===== src/rtl/pipe_tracker.sv =====
// Shadow occupancy tracker for an N-stage in-order pipeline: tags each fetch,
// follows it through stall/flush, and reports latency and stall cycles on retire.
module pipe_tracker #(
    parameter int STAGES      = 5,
    parameter int TAG_W       = 8,
    parameter int CYC_W       = 16,
    parameter int STALL_DEPTH = 2,
    parameter int FLUSH_DEPTH = 2,
    parameter int SCNT_W      = 8
) (
    input  logic                      clk,
    input  logic                      rst,
    input  logic                      fetch_valid,
    input  logic                      stall,
    input  logic                      flush,
    output logic [STAGES-1:0]         stage_valid,
    output logic [STAGES*TAG_W-1:0]   stage_tag,
    output logic                      retire_valid,
    output logic [TAG_W-1:0]          retire_tag,
    output logic [CYC_W-1:0]          retire_latency,
    output logic [SCNT_W-1:0]         retire_stalls,
    output logic [CYC_W-1:0]          cycle_count,
    output logic [31:0]               retired_count,
    output logic [31:0]               flushed_count
);
    localparam int LAST = STAGES - 1;
    localparam logic [SCNT_W-1:0] SCNT_MAX = '1;

    if (STAGES < 2 || STAGES > 16 || STALL_DEPTH < 1 || STALL_DEPTH >= STAGES ||
        FLUSH_DEPTH < 1 || FLUSH_DEPTH >= STAGES) begin : g_param_check
        $fatal(1, "pipe_tracker: illegal parameter combination");
    end

    logic [STAGES-1:0] valid_q, valid_d;
    logic [TAG_W-1:0]  tag_q  [STAGES];
    logic [TAG_W-1:0]  tag_d  [STAGES];
    logic [CYC_W-1:0]  fc_q   [STAGES];
    logic [CYC_W-1:0]  fc_d   [STAGES];
    logic [SCNT_W-1:0] scnt_q [STAGES];
    logic [SCNT_W-1:0] scnt_d [STAGES];
    logic [TAG_W-1:0]  next_tag_q;
    logic [CYC_W-1:0]  cycle_q;
    logic [31:0]       retired_q, flushed_q, flush_pop;
    logic              load_fetch;

    // A tag is consumed only when stage 0 actually captures a real fetch.
    assign load_fetch = fetch_valid & ~stall & ~flush;

    always_comb begin
        // NOTE: every stage field defaults to its held value first, so no path
        // through the priority chain below can leave a latch behind.
        valid_d = valid_q;
        tag_d   = tag_q;
        fc_d    = fc_q;
        scnt_d  = scnt_q;

        // Stage 0 is always inside both the flush and the stall windows.
        if (flush) begin
            valid_d[0] = 1'b0;
        end else if (stall) begin
            if (valid_q[0] && scnt_q[0] != SCNT_MAX) scnt_d[0] = scnt_q[0] + 1'b1;
        end else begin
            valid_d[0] = fetch_valid;
            tag_d[0]   = next_tag_q;
            fc_d[0]    = cycle_q;
            scnt_d[0]  = '0;
        end

        for (int i = 1; i < STAGES; i++) begin
            if (flush && i < FLUSH_DEPTH) begin
                valid_d[i] = 1'b0;
            end else if (stall && i < STALL_DEPTH) begin
                if (valid_q[i] && scnt_q[i] != SCNT_MAX) scnt_d[i] = scnt_q[i] + 1'b1;
            end else if (stall && i == STALL_DEPTH) begin
                valid_d[i] = 1'b0;
            end else begin
                valid_d[i] = valid_q[i-1];
                tag_d[i]   = tag_q[i-1];
                fc_d[i]    = fc_q[i-1];
                scnt_d[i]  = scnt_q[i-1];
            end
        end
    end

    always_comb begin
        flush_pop = '0;
        if (flush) begin
            for (int i = 0; i < FLUSH_DEPTH; i++) flush_pop = flush_pop + 32'(valid_q[i]);
        end
    end

    always_ff @(posedge clk) begin
        // NOTE: sequential state uses non-blocking assignments only, so every
        // register samples pre-edge values regardless of statement order.
        if (rst) begin
            valid_q    <= '0;
            next_tag_q <= '0;
            cycle_q    <= '0;
            retired_q  <= '0;
            flushed_q  <= '0;
            // NOTE: the per-stage arrays are a handful of flops, not a RAM, so
            // clearing them in reset costs nothing and keeps outputs defined.
            for (int i = 0; i < STAGES; i++) begin
                tag_q[i]  <= '0;
                fc_q[i]   <= '0;
                scnt_q[i] <= '0;
            end
        end else begin
            valid_q    <= valid_d;
            tag_q      <= tag_d;
            fc_q       <= fc_d;
            scnt_q     <= scnt_d;
            next_tag_q <= next_tag_q + TAG_W'(load_fetch);
            cycle_q    <= cycle_q + 1'b1;
            retired_q  <= retired_q + 32'(valid_q[LAST]);
            flushed_q  <= flushed_q + flush_pop;
        end
    end

    for (genvar i = 0; i < STAGES; i++) begin : g_tag_out
        assign stage_tag[i*TAG_W +: TAG_W] = tag_q[i];
    end

    assign stage_valid    = valid_q;
    assign retire_valid   = valid_q[LAST];
    assign retire_tag     = tag_q[LAST];
    assign retire_latency = cycle_q - fc_q[LAST];
    assign retire_stalls  = scnt_q[LAST];
    assign cycle_count    = cycle_q;
    assign retired_count  = retired_q;
    assign flushed_count  = flushed_q;
endmodule


===== config.mk =====
export PLATFORM = sky130hd
export DESIGN_NAME = pipe_tracker
export DESIGN_NICKNAME = d
export VERILOG_FILES = /design/src/rtl/pipe_tracker.sv
export SDC_FILE = /design/constraint.sdc
export NUM_CORES = 1
export LEC_CHECK = 0
export ABC_AREA = 1
export CORE_MARGIN = 2
export CORE_UTILIZATION = 59
export DETAILED_ROUTE_END_ITERATION = 12
export PLACE_DENSITY_LB_ADDON = 0.15
export SYNTH_ARGS = -nofsm -noshare
export SYNTH_HDL_FRONTEND = slang
export SYNTH_SLANG_ARGS = --single-unit
export TNS_END_PERCENT = 1

===== constraint.sdc =====
create_clock -name clk -period 6 [get_ports clk]
set_input_delay 0.9 -clock clk [delete_from_list [all_inputs] [get_ports clk]]
set_output_delay 0.9 -clock clk [all_outputs]
set_load 0.005 [all_outputs]

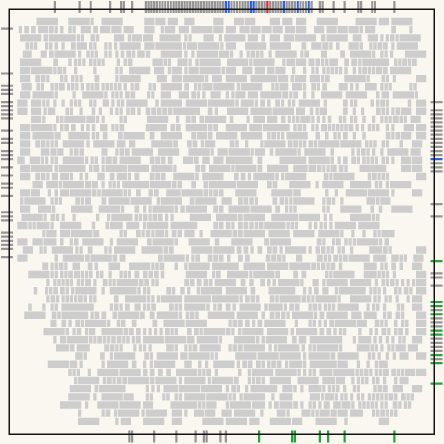
Run 1: pin placement
Scale: 3 px per um. Pins as bars across the die edge, other pins in grey.
[blue] `retire_tag` | pins: 8 | direction: output | edge: 7 top, 1 right
[red] `retire_valid` | pins: 1 | direction: output | edge: top
[green] `retire_latency` | pins: 16 | direction: output | edge: 9 right, 7 bottom
input/output buffers: 162
horizontal die size: 141 um

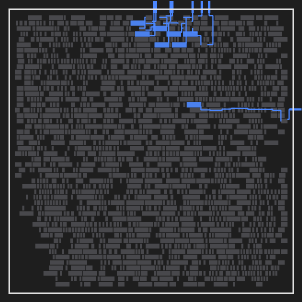
Run 1: port wiring
Scale: 2 px per um.
[blue] `retire_tag` | direction: output | edge: 7 top, 1 right | end cells: 8 | buffers: 8 | wire: 206 um
Top-Level Pins: 163

==> notes.md, run 1 <==
Reports from this run.

- The class of the tightest hold or removal check reads reg -> reg.
- The count of endpoints failing hold in the final timing report is 0.
- The number of enable flip-flop cells is 0.
- The most frequently used cell type in the post-synthesis netlist is nand2_1.
- The area enclosed by the die boundary is 19900 um2.
- The synth_stat.txt file lists the number of cells as 1572.
- The power density over cell area is 268 nW/um2.
- The deepest level of the CTS H-tree reads 1.
- The total leakage power is 5.28 nW.
- The detailed placement HPWL is 17900 um.
- The chip area line of the yosys report is 11100 um2.
- The final routed wire length divided by cell count is 13.1 um.
- The most used routing layer reads met2.
- The routability congestion estimate is 0.926.
- The global-route track usage on met3 is 3.09%.
- After clock tree synthesis, the repair step resized 0 gates.
- The share of synthesized area occupied by flip-flops and latches reads 45.6%.
- The endpoint identified for the worst register-to-register timing path is flushed_count[20]$_SDFF_PP0_.
- The post-detailed-route via-to-cell ratio reads 5.09.
- The yosys warning tally is 0.
- The run finished with clean final reports.
- The number of warnings the tools reported is 26.
- The area fraction in full adders, half adders and majority gates is 3.18%.
- The remaining max-slew budget at the tightest pin reads 24.1%.
- The post-CTS clock slew at the launch and capture registers of the worst setup and hold paths reads 60 ps.
- The and-or/or-and share of the synthesized area is 11.6%.
- The reg-to-reg critical path startpoint is stage_valid[0]$_SDFFE_PP0N_.
- The cell area after synthesis reads 11100 um2.
- The clock skew is 10.1 ps.
- The most critical setup path has its endpoint at next_tag_q[6]$_SDFF_PP0_.
- The clock tree root buffer cell reads clkbuf_16.
- After the last flow step, the layout net total stands at 1732.
- The maximum number of buffers from clock root to sink is 3.
- The multiplexer share of the synthesized area reads 0%.
- The depth of the worst register-to-register path is 12.
- The first TritonRoute pass finished after 7 iterations.
- The main combinational cell family by area after synthesis reads simple AND/OR/NAND/NOR gates.
- The main area contributors are dfxtp_1 (46%), nand2_1 (11%), nor2_1 (8.8%), inv_1 (7.8%), a21oi_1 (5.9%).
- The share of synthesized cell area in and, or, nand and nor gates reads 26.8%.
- The maximum number of pins on one net before global-route repair reads 76.
- The synthesized netlist net count is 1604.
- The cell type with the largest total area after synthesis is dfxtp_1.
- The number of nets still failing antenna checks after routing reads 0.
- TritonCTS created 26 clock buffers.
- The arrival time at the worst endpoint is 4200 ps.
- The xor and xnor area share after synthesis reads 1.81%.
- The clock latency at the later pin of the worst-skew pair reads 520 ps.
- The fraction of synthesized cell area taken by the top area cell type reads 45.6%.
- The total track usage is 25.1%.
- The worst hold slack is 398 ps.
- The residual DRC count is 0.
- Per the post-synthesis stats, the area per cell is 7.06 um2.
- For this run, the script counts the antenna cells in the layout as 0.
- The total number of placement rows reads 50.
- The largest fanout on the critical path is 63.
- Global routing used 44.7% of the available met2 tracks.
- The synthesis report gives the async set-or-reset register share as 0%.
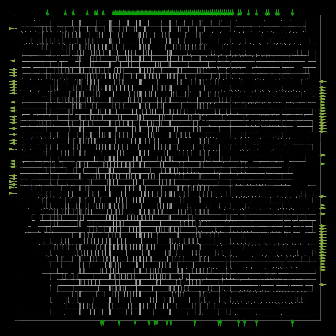
Run 1: placement view
Filler cells: 1487
sequential cell count of the final layout: 253
Cell Count, Final, Fillers Out: 1949
sequential share of cell area: 37.4%
post-layout utilization of the core: 72.8%

## run 1: state kept, by name, summed over array words and instances, names as in the netlist
name / cells
cycle_count: 16
stage_valid: 5
retire_stalls: 8
retire_tag: 8
scnt_d: 16
retired_count: 32
scnt_q: 16
next_tag_q: 8
fc_q: 48
fc_d: 32
flushed_count: 32
stage_tag: 32
## run 1: cells in the final DEF (no fill, tap or decap)
cell type        synthesis  routed
a21oi_1                131     131
nand2_2                  9       9
o21ai_0                105     105
nand3_2                  1       1
ha_1                    25      25
nand3_1                 69      69
nand4_1                  3       3
nor2_4                   4       4
a31oi_1                  1       1
o22ai_1                  1       1
bufinv_16                0       2
and2_0                   1       1
nand2_4                  1       1
nand2_1                326     326
clkinv_2                 1       5
dfxtp_1                253     253
fa_1                     2       2
clkbuf_1                18       6
nor2_8                   1       1
o21a_1                   5       5
clkbuf_8                 0       4
or2_2                    3       3
nor3_1                  13      13
clkdlybuf4s50_1          0     161
buf_4                   18       3
nor2_2                  15      15
and2_1                   3       3
a211oi_1                 7       7
inv_1                  232     232
xor2_1                  16      16
xnor2_1                  7       7
nand3b_1                 6       6
or2_0                    2       2
inv_2                    4       4
nor2_1                 260     260
and3_1                   1       1
clkbuf_16                0      27
## run 1: area by class of cell
| class | instances | area (um2) |
|---|---|---|
| Multi-Input combinational cell | 1018 | 4810 |
| Timing Repair Buffer | 164 | 1630 |
| Fill cell | 1487 | 5050 |
| Sequential cell | 253 | 5060 |
| Inverter | 237 | 891 |
| Clock buffer | 37 | 753 |
| Tap cell | 234 | 293 |
| Clock inverter | 6 | 80.1 |
## run 1: critical path: stages
cell and delay (ps):
clkdlybuf4s50_1 1000, inv_2 1010, nand2_1 180, nor2_1 150
ha_1 180, ha_1 160, nand2_1 70, nor3_1 250
o21ai_0 120, a21oi_1 160
## run 1: metal layers
| metal | wire length (um) | part of all wire [%] | vias to the layer above |
|---|---|---|---|
| met5 | 0 | 0 | - |
| met4 | 769 | 3.0 | 0 |
| met3 | 1300 | 5.1 | 51 |
| met2 | 12500 | 49 | 289 |
| met1 | 10900 | 43 | 4462 |
| li1 | - | - | 5119 |
## run 1: worst min-delay path by stage
stage                                              to  depth (start not counted)
final                             fc_q[14]$_SDFF_PP0_                          2
after global routing              fc_q[14]$_SDFF_PP0_                          2
after CTS                         fc_q[14]$_SDFF_PP0_                          2
after detailed placement  retire_stalls[0]$_SDFF_PP0_                          2
after global placement             fc_q[4]$_SDFF_PP0_                          2
after floorplan                    fc_q[0]$_SDFF_PP0_                          2
## run 1: stage by stage
stage | setup WS, ps | power [mW] | cells
after floorplan | 3420 | 1.97 | 1572
final | 2240 | 3.63 | 1949
after CTS | 2270 | 3.66 | 1949
after global placement | 1940 | 2.08 | 1906
after global routing | 1800 | 3.77 | 1949
after detailed placement | 1740 | 2.09 | 1906
## run 1: where the power goes
part	internal [mW]	switching [mW]	total [mW]	leakage, nW
clock	0.950	0.621	1.57	0.412
sequential	1.74	0.0317	1.77	2.06
combinational	0.132	0.158	0.290	2.81
==> inputs of run 2 (changes only) <==
--- a/config.mk
+++ b/config.mk
@@ -7,7 +7,7 @@
 export LEC_CHECK = 0
 export ABC_AREA = 1
 export CORE_MARGIN = 2
-export CORE_UTILIZATION = 59
+export CORE_UTILIZATION = 49
 export DETAILED_ROUTE_END_ITERATION = 12
 export PLACE_DENSITY_LB_ADDON = 0.15
 export SYNTH_ARGS = -nofsm -noshare
==> constraint.sdc (replaced) <==
create_clock -name clk -period 3.2 [get_ports clk]
set_input_delay 0.48 -clock clk [delete_from_list [all_inputs] [get_ports clk]]
set_output_delay 0.48 -clock clk [all_outputs]
set_load 0.005 [all_outputs]
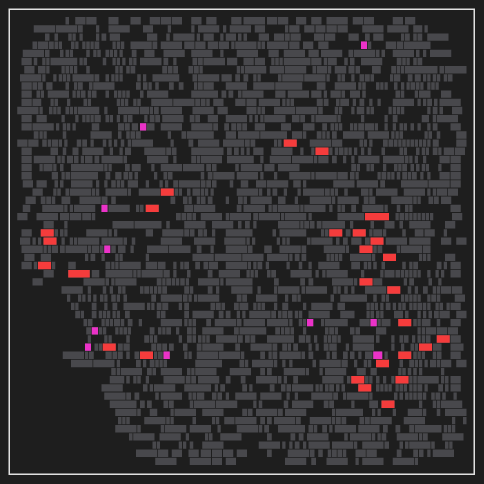
Run 2: gate-type map
Scale: 3 px per um.
[magenta] AND and OR gates | cells: 10 | most used: or2_2
[red] adder and majority cells | cells: 27 | most used: ha_1
Cell Count, Final, Fillers Out: 2009
most common library cell in the layout ignoring fill and taps: nand2_1

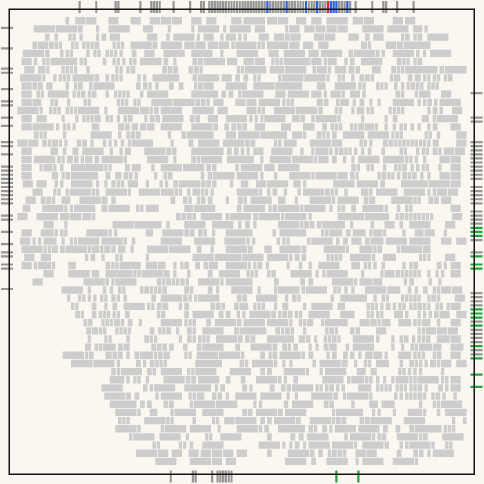
Run 2: pin placement
Scale: 3 px per um. Pins as bars across the die edge, other pins in grey.
[blue] `retire_tag` | pins: 8 | direction: output | edge: top
[red] `retire_valid` | pins: 1 | direction: output | edge: top
[green] `retire_latency` | pins: 16 | direction: output | edge: 14 right, 2 bottom
all pins by edge: 71 top, 49 right, 31 left, 12 bottom

==> run 2 against run 1 <==
Effect of this change:
- first-iteration DRC count is 13% higher
- clock-buffer cell count fell by 2
- cell area grew 1.5%
- worst setup slack got worse by 2100 ps
- global-route usage fell by 3.2 points
- hold slack got worse by 90 ps
- total power up 92%
- non-clock buffer count is 7 higher
- critical path depth up 2
- sequential share of layout area shrank 0.54 points
- clock skew is 10 ps higher
- highest routed layer unchanged
==> notes.md, run 2 <==
Reports from this run.

- The cell type with the largest total area after synthesis was dfxtp_1 (unchanged).
- The share of synthesized area occupied by flip-flops and latches is 45.6% (unchanged).
- The switching power reads 1.59 mW (was 0.810 mW).
- The count of port buffers added during placement is 162 (unchanged).
- The fraction of synthesized cell area taken by the top area cell type reads 45.6% (unchanged).
- The design internal power was 5.38 mW (was 2.82 mW).
- The clock skew is 20.6 ps (was 10.1 ps).
- The clock power share is 44.6% (was 43.3%).
- The post-synthesis sequential element count was 253 (unchanged).
- The routability congestion estimate is 0.917 (was 0.926).
- The total track usage is 22.0% (was 25.1%).
- The chip area line of the yosys report came to 11100 um2 (unchanged).
- Status: complete, no violations (unchanged).
- The relative contribution of sequential cells to total power is 47.4% (was 48.7%).
- The deepest level of the CTS H-tree reads 1 (unchanged).
- The width of the chip reads 155 um (was 141 um).
- The detailed placement HPWL is 18600 um (was 17900 um).
- The part of the power in combinational logic came to 8.0% (about the same).
- The accumulated negative setup slack reads 0 ps (unchanged).
- The total leakage power is 5.36 nW (was 5.28 nW).
- The layout cell share with drive strength beyond 1 is 5.57% (was 4.61%).
- The worst hold slack was 308 ps (was 398 ps).
- The achievable frequency reads 328 MHz.
- The number of antenna violations at the first check in global routing reads 0 (unchanged).
- The area enclosed by the die boundary reads 23900 um2 (was 19900 um2).
- The hold buffer count at cts is 0 (unchanged).
- The clock latency at the later pin of the worst-skew pair is 530 ps (was 520 ps).
- The clock tree from TritonCTS reads built (unchanged).
- The post-detailed-route via-to-cell ratio is 4.86 (was 5.09).
- Commonest non-fill, non-tap cells in the layout: nand2_1 (325), nor2_1 (260), dfxtp_1 (251) (was nand2_1 (326), nor2_1 (260), dfxtp_1 (253)).
- The data required time at the worst endpoint reads 2720 ps (was 6440 ps).
- The max-capacitance violation count is 0 (unchanged).
- The post-CTS setup buffer count reads 0 (unchanged).
- The share of flip-flops with an asynchronous set or reset reads 0% (unchanged).
- The fraction of power spent switching nets reads 22.8% (was 22.3%).
- The count of endpoints failing hold in the final timing report reads 0 (unchanged).
- The maximum number of buffers from clock root to sink reads 3 (unchanged).
- The top-level I/O count is 163 (unchanged).
- The worst setup slack after layout was 153 ps (was 2240 ps).
- Subtracting the final worst setup slack from the clock period gives 3050 ps.
- The remaining max-slew budget at the tightest pin is 60.5% (was 24.1%).
- The number of buffers added by the clock tree synthesis step was 27 (was 26).
- The final cell utilization of the core is 61.2% (was 72.8%).
- Top area cell types: dfxtp_1 (46%), nand2_1 (11%), nor2_1 (8.8%), inv_1 (7.8%), a21oi_1 (5.9%) (unchanged).
- The met2 track demand over resource came to 37.9% (was 44.7%).
- The mean cell area of the mapped netlist was 7.06 um2 (unchanged).
- The unique cell type count in the Yosys netlist is 35 (unchanged).
- The number of warnings the tools reported is 28 (was 26).
- The setup slack after placement reads 524 ps (was 1740 ps).
- The net total in the final layout is 1740 (was 1732).
- The maximum number of pins on one net before global-route repair reads 112 (was 76).
- The number of nets still failing antenna checks after routing is 0 (unchanged).
- The number of flip-flops under the largest register name reads 48 (unchanged).
- The synthesized netlist net count was 1604 (unchanged).
- The post-CTS clock slew at the launch and capture registers of the worst setup and hold paths reads 60 ps (about the same).
- The count of antenna diodes in the layout was 0 (unchanged).
- The length of the first detailed-routing pass in iterations reads 4 (was 7).
- The number of vias after detailed routing is 9762 (was 9921).
- The instance count after placement with tap cells included is 1964 (was 1906).
- The fraction of the core area occupied by cells at floorplan reads 49.5% (was 59.8%).
- The area of the placeable core reads 22400 um2 (was 18600 um2).
- The worst reg-to-reg setup slack is 910 ps (was 3660 ps).
- The total congestion overflow after global routing reads 0 (unchanged).
- The register with the most flip-flops reads fc_q (unchanged).
- The yosys warning tally reads 0 (unchanged).
- The class of the tightest hold or removal check is in -> reg (was reg -> reg).
- The final routed wire length divided by cell count reads 13.0 um (was 13.1 um).
- The post-route total power came to 6.98 mW (was 3.63 mW).
- The global-route track usage on met3 is 3.14% (was 3.09%).
- The yosys stat cell total reads 1572 (unchanged).
- The power density over cell area is 508 nW/um2 (was 268 nW/um2).
- The residual DRC count is 0 (unchanged).
- The most frequently used cell type in the post-synthesis netlist is nand2_1 (unchanged).
- The clock tree root buffer cell reads clkbuf_16 (unchanged).
- The cell area after synthesis reads 11100 um2 (unchanged).
- The number of fill cells in the layout reads 2092 (was 1487).
- The total number of placement rows is 55 (was 50).
- The largest fanout on the critical path came to 5 (was 63).
- The most used routing layer reads met2 (unchanged).
- The transition time of the tightest slew-check pin came to 593 ps (was 1130 ps).
- The post-cts sizing count is 2 (was 0).
- The number of enable flip-flop cells reads 0 (unchanged).
- The arrival time at the worst endpoint is 2570 ps (was 4200 ps).
-- run 2: layout make-up --
class / count / area (um2) / area share [%]
repair buffers: 171 / 1710 / 12.5
well taps: 285 / 357 / 2.60
clock inverters: 10 / 135 / 0.984
multi-input cells: 1018 / 4820 / 35.1
inverters: 237 / 891 / 6.49
flip-flops and latches: 253 / 5070 / 36.9
clock buffers: 35 / 746 / 5.43
-- run 2: kinds of logic (layout without fill, tap and decap cells) --
logic type                 Yosys count  in the layout  synth area share, %
AOI/OAI and AO/OA                  250            250                 11.6
xor gates and xnor gates            23             23                 1.81
adders and majority gates           27             27                 3.18
buffers and inverters              301            453                 11.1
DFF                                253            253                 45.6
and+or+nand+nor                    718            718                 26.8
-- run 2: path summary, 6_finish.rpt --
check | from | cells after the start | end
setup / recovery | cycle_count[0]$_SDFF_PP0_ | 12 | retire_latency[14]
hold / removal | rst | 2 | flushed_count[1]$_SDFF_PP0_
setup reg to reg | stage_valid[0]$_SDFFE_PP0N_ | 12 | flushed_count[20]$_SDFF_PP0_
hold reg to reg | fc_d[3]$_SDFF_PP0_ | 2 | fc_q[3]$_SDFF_PP0_
-- run 2: power by group through the flow --
stage / combinational (mW) / sequential, mW / clock [mW]
floorplan: 0.329 / 3.37 / 0
global placement: 0.552 / 3.37 / 0
detailed placement: 0.559 / 3.38 / 0
CTS: 0.567 / 3.31 / 3.19
global route: 0.636 / 3.32 / 3.32
finish: 0.561 / 3.31 / 3.11
-- run 2: routing by layer --
layer  share of wire (%)  routed length (um)
met3                 4.2                1100
met1                  46               12100
met5                   0                   0
met2                  47               12400
met4                 1.9                 493
-- run 2: worst max-delay path: stages (launching register included) --
cell             delay (ps)
dfxtp_2                 340
inv_1                    70
ha_1                    140
inv_1                    60
fa_2                    350
nand2_1                  80
nand2_1                  80
nand3b_1                110
nand2_2                  80
nand2_1                  80
nand3_1                  70
nand2_1                  70
clkdlybuf4s50_1         490
==> inputs of run 3 (changes only) <==
--- a/config.mk
+++ b/config.mk
@@ -7,7 +7,7 @@
 export LEC_CHECK = 0
 export ABC_AREA = 1
 export CORE_MARGIN = 2
-export CORE_UTILIZATION = 49
+export CORE_UTILIZATION = 30
 export DETAILED_ROUTE_END_ITERATION = 12
 export PLACE_DENSITY_LB_ADDON = 0.15
 export SYNTH_ARGS = -nofsm -noshare
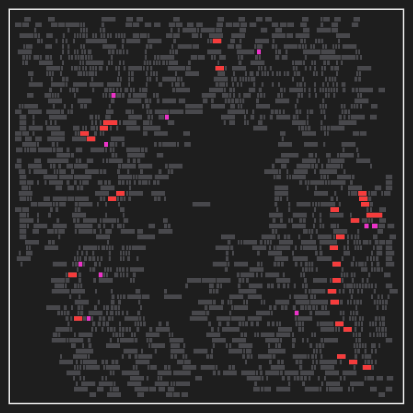
Run 3: gate-type map
Scale: 2 px per um.
[magenta] AND and OR gates | cells: 10 | most used: or2_2
[red] adder and majority cells | cells: 27 | most used: ha_1

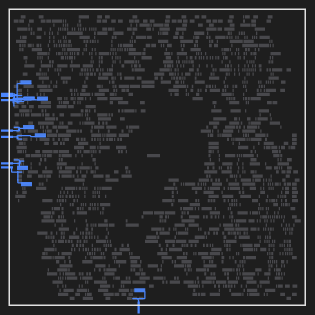
Run 3: port wiring
Scale: 1.5 px per um.
[blue] `retire_tag` | direction: output | edge: 7 left, 1 bottom | end cells: 8 | buffers: 8 | wire: 230 um

==> run 3 against run 2 <==
Effect of this change:
- sequential share of layout area is 0.92 points lower
- sequential power is essentially flat
- maximum frequency is essentially flat
- via count shrank 0.35%
- first-iteration DRC count is 12% lower
- core utilization down 23 points
- cell count increased by 9.6%
- synthesized cell count unchanged
- hold slack improved by 12 ps
- clock power increased by about 10%
- combinational power about the same
- clock-buffer cell count up 5
==> notes.md, run 3 <==
Reports from this run.

- The routability congestion estimate came to 0.868 (was 0.917).
- The arrival time at the worst endpoint reads 2570 ps (about the same).
- The total track usage was 15.1% (was 22.0%).
- The yosys stat cell total is 1572 (unchanged).
- The most frequently used cell type in the post-synthesis netlist is nand2_1 (unchanged).
- The remaining max-slew budget at the tightest pin is 56.6% (was 60.5%).
- The number of nets still failing antenna checks after routing reads 0 (unchanged).
- The slowest library cell on the worst path reads clkdlybuf4s50_1 (unchanged).
- The maximum number of buffers from clock root to sink is 3 (unchanged).
- The depth of the worst register-to-register path reads 12 (unchanged).
- The width of the chip reads 196 um (was 155 um).
- The fraction of synthesized cell area taken by the top area cell type reads 45.6% (unchanged).
- The chip area line of the yosys report is 11100 um2 (unchanged).
- The total leakage power came to 5.44 nW (was 5.36 nW).
- The capture point of the critical path is retire_latency[14] (unchanged).
- The total number of placement rows is 70 (was 55).
- The transition time of the tightest slew-check pin reads 651 ps (was 593 ps).
- The achievable frequency is 328 MHz (about the same).
- The relative contribution of sequential cells to total power is 45.4% (was 47.4%).
- The clock tree root buffer cell is clkbuf_16 (unchanged).
- The net total in the final layout reads 1744 (was 1740).
- The design internal power reads 5.59 mW (was 5.38 mW).
- The post-route minimum period is 3050 ps (about the same).
- The clock latency at the later pin of the worst-skew pair came to 550 ps (was 530 ps).
- The post-CTS clock slew at the launch and capture registers of the worst setup and hold paths came to 60 ps (about the same).
- The first element of the critical path reads cycle_count[0]$_SDFF_PP0_ (unchanged).
- The number of fill cells in the layout is 3821 (was 2092).
- The worst hold path startpoint reads rst (unchanged).
- The area of the placeable core reads 36500 um2 (was 22400 um2).
- The accumulated negative setup slack reads 0 ps (unchanged).
- The class of the tightest hold or removal check is in -> reg (unchanged).
- The most used logic cell in the final layout reads nand2_1 (unchanged).
- The residual DRC count reads 0 (unchanged).
- The share of flip-flops with an asynchronous set or reset came to 0% (unchanged).
- Top area cell types: dfxtp_1 (46%), nand2_1 (11%), nor2_1 (8.8%), inv_1 (7.8%), a21oi_1 (5.9%) (unchanged).
- The max-capacitance violation count came to 0 (unchanged).
- The cell class contributing the biggest share of worst-path delay is buffers and inverters (unchanged).
- The synthesized netlist net count reads 1604 (unchanged).
- The critical path's most frequent cell was nand2_1 (unchanged).
- The reg-to-reg critical path startpoint reads stage_valid[0]$_SDFFE_PP0N_ (unchanged).
- The part of the power in combinational logic was 7.7% (was 8.0%).
- The post-route total power reads 7.30 mW (was 6.98 mW).
- Status: complete, no violations (unchanged).
- The worst reg2reg path endpoint reads flushed_count[22]$_SDFF_PP0_ (was flushed_count[20]$_SDFF_PP0_).
- The hold buffer count at cts is 0 (unchanged).
- The mean cell area of the mapped netlist is 7.06 um2 (unchanged).
- The fraction of power spent switching nets is 23.4% (was 22.8%).
- The clock tree from TritonCTS is built (unchanged).
- The switching power reads 1.71 mW (was 1.59 mW).
- The number of flip-flops under the largest register name is 48 (unchanged).
- The number of antenna violations at the first check in global routing is 0 (unchanged).
- The data required time at the worst endpoint is 2720 ps (about the same).
- The final routed wire length divided by cell count came to 13.1 um (was 13.0 um).
- Commonest non-fill, non-tap cells in the layout: nand2_1 (324), nor2_1 (260), dfxtp_1 (246) (was nand2_1 (325), nor2_1 (260), dfxtp_1 (251)).
- The count of antenna diodes in the layout is 0 (unchanged).
==> run 3: cell counts after synthesis <==
No cell type changed its count.
==> run 3: worst min-delay path by stage <==
stage | endpoint | slack [ps] | cells past startpoint
after floorplan | fc_q[0]$_SDFF_PP0_ | 390 | 2
after global placement | fc_q[15]$_SDFF_PP0_ | 390 | 2
after detailed placement | fc_q[11]$_SDFF_PP0_ | 400 | 2
after CTS | stage_tag[26]$_SDFF_PP0_ | 310 | 2
after global routing | retire_tag[0]$_SDFF_PP0_ | 320 | 2
final | stage_tag[26]$_SDFF_PP0_ | 320 | 2
==> run 3: layer usage <==
| metal | up-vias | wire length [um] | GRT usage [%] |
|---|---|---|---|
| li1 | 5155 | - | - |
| met1 | 4353 | 14100 | 20.3 |
| met2 | 178 | 12700 | 24.2 |
| met3 | 42 | 1480 | 3.18 |
| met4 | 0 | 618 | 4.60 |
| met5 | - | 0 | 0 |
==> run 3: logic make-up (layout without fill, tap and decap cells) <==
kind of cell,Yosys count,in the layout,share of synthesized area (%)
adder cells (fa/ha/maj),27,27,3.18
AND/OR/NAND/NOR,718,718,26.8
AND-OR/OR-AND,250,250,11.6
buffers and inverters,301,463,11.1
XOR/XNOR,23,23,1.81
flip-flops,253,253,45.6
==> run 3: timing repair <==
action	4_1_cts	5_1_grt
gates resized	3	12
cloned	0	0
endpoints found under the setup margin	2	7
pin swaps	0	1
==> run 3: power groups by stage <==
stage,Sequential (mW),Clock [mW],Combinational (mW)
floorplan,3.37,0,0.329
global placement,3.38,0,0.570
detailed placement,3.38,0,0.574
CTS,3.31,3.55,0.579
global route,3.32,3.68,0.648
finish,3.31,3.42,0.564
==> run 3: metrics by stage <==
step | cells | utilization, %
2_1_floorplan | 1572 | -
3_3_place_gp | 2148 | 35.8
3_5_place_dp | 2148 | 35.8
4_1_cts | 2202 | 38.6
5_1_grt | 2202 | 38.6
6_report | 2202 | 38.6
==> run 3: layout make-up <==
cell class	instances	area share, %
timing repair buffer	172	12.2
inverter	237	6.33
tap	468	4.15
sequential	253	36.0
clock buffer	40	5.95
clock inverter	14	1.14
multi-input combinational	1018	34.2

==> gallery <==
Sizing map.
(a)
Scale: 3 px per um.
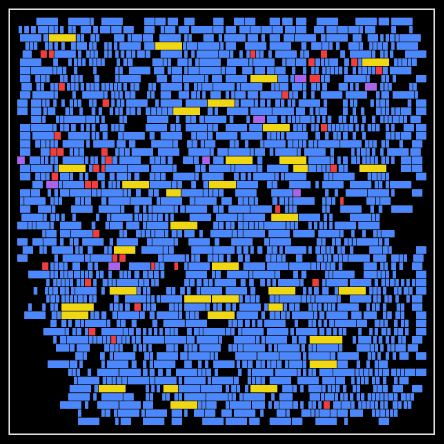
(b)
Scale: 2 px per um.
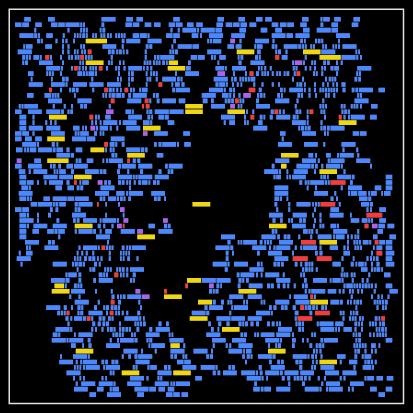
(c)
Scale: 3 px per um.
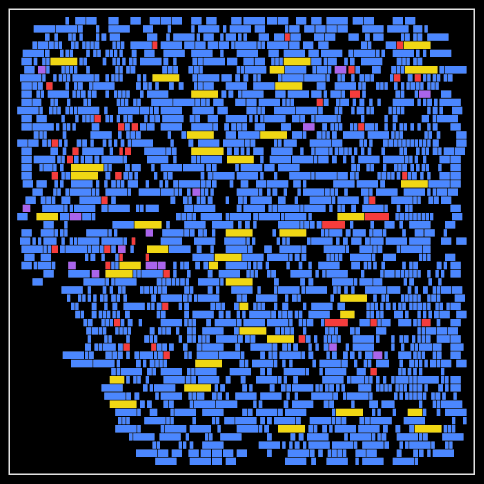
| picture | from |
|---|---|
| (c) | run 2 |
| (b) | run 3 |
| (a) | run 1 |

Key to (a):
[purple] drive 3 to 4 | cells: 8 | share: 0.47% | most used: nor2_4
[yellow] drive 6 and up | cells: 34 | share: 2.0% | most used: clkbuf_16
[red] drive 2 | cells: 37 | share: 2.2% | most used: nor2_2
[blue] drive 1 or less | cells: 1636 | share: 95% | most used: nand2_1

No activity file was given, so power comes from the tool's default toggle rates.
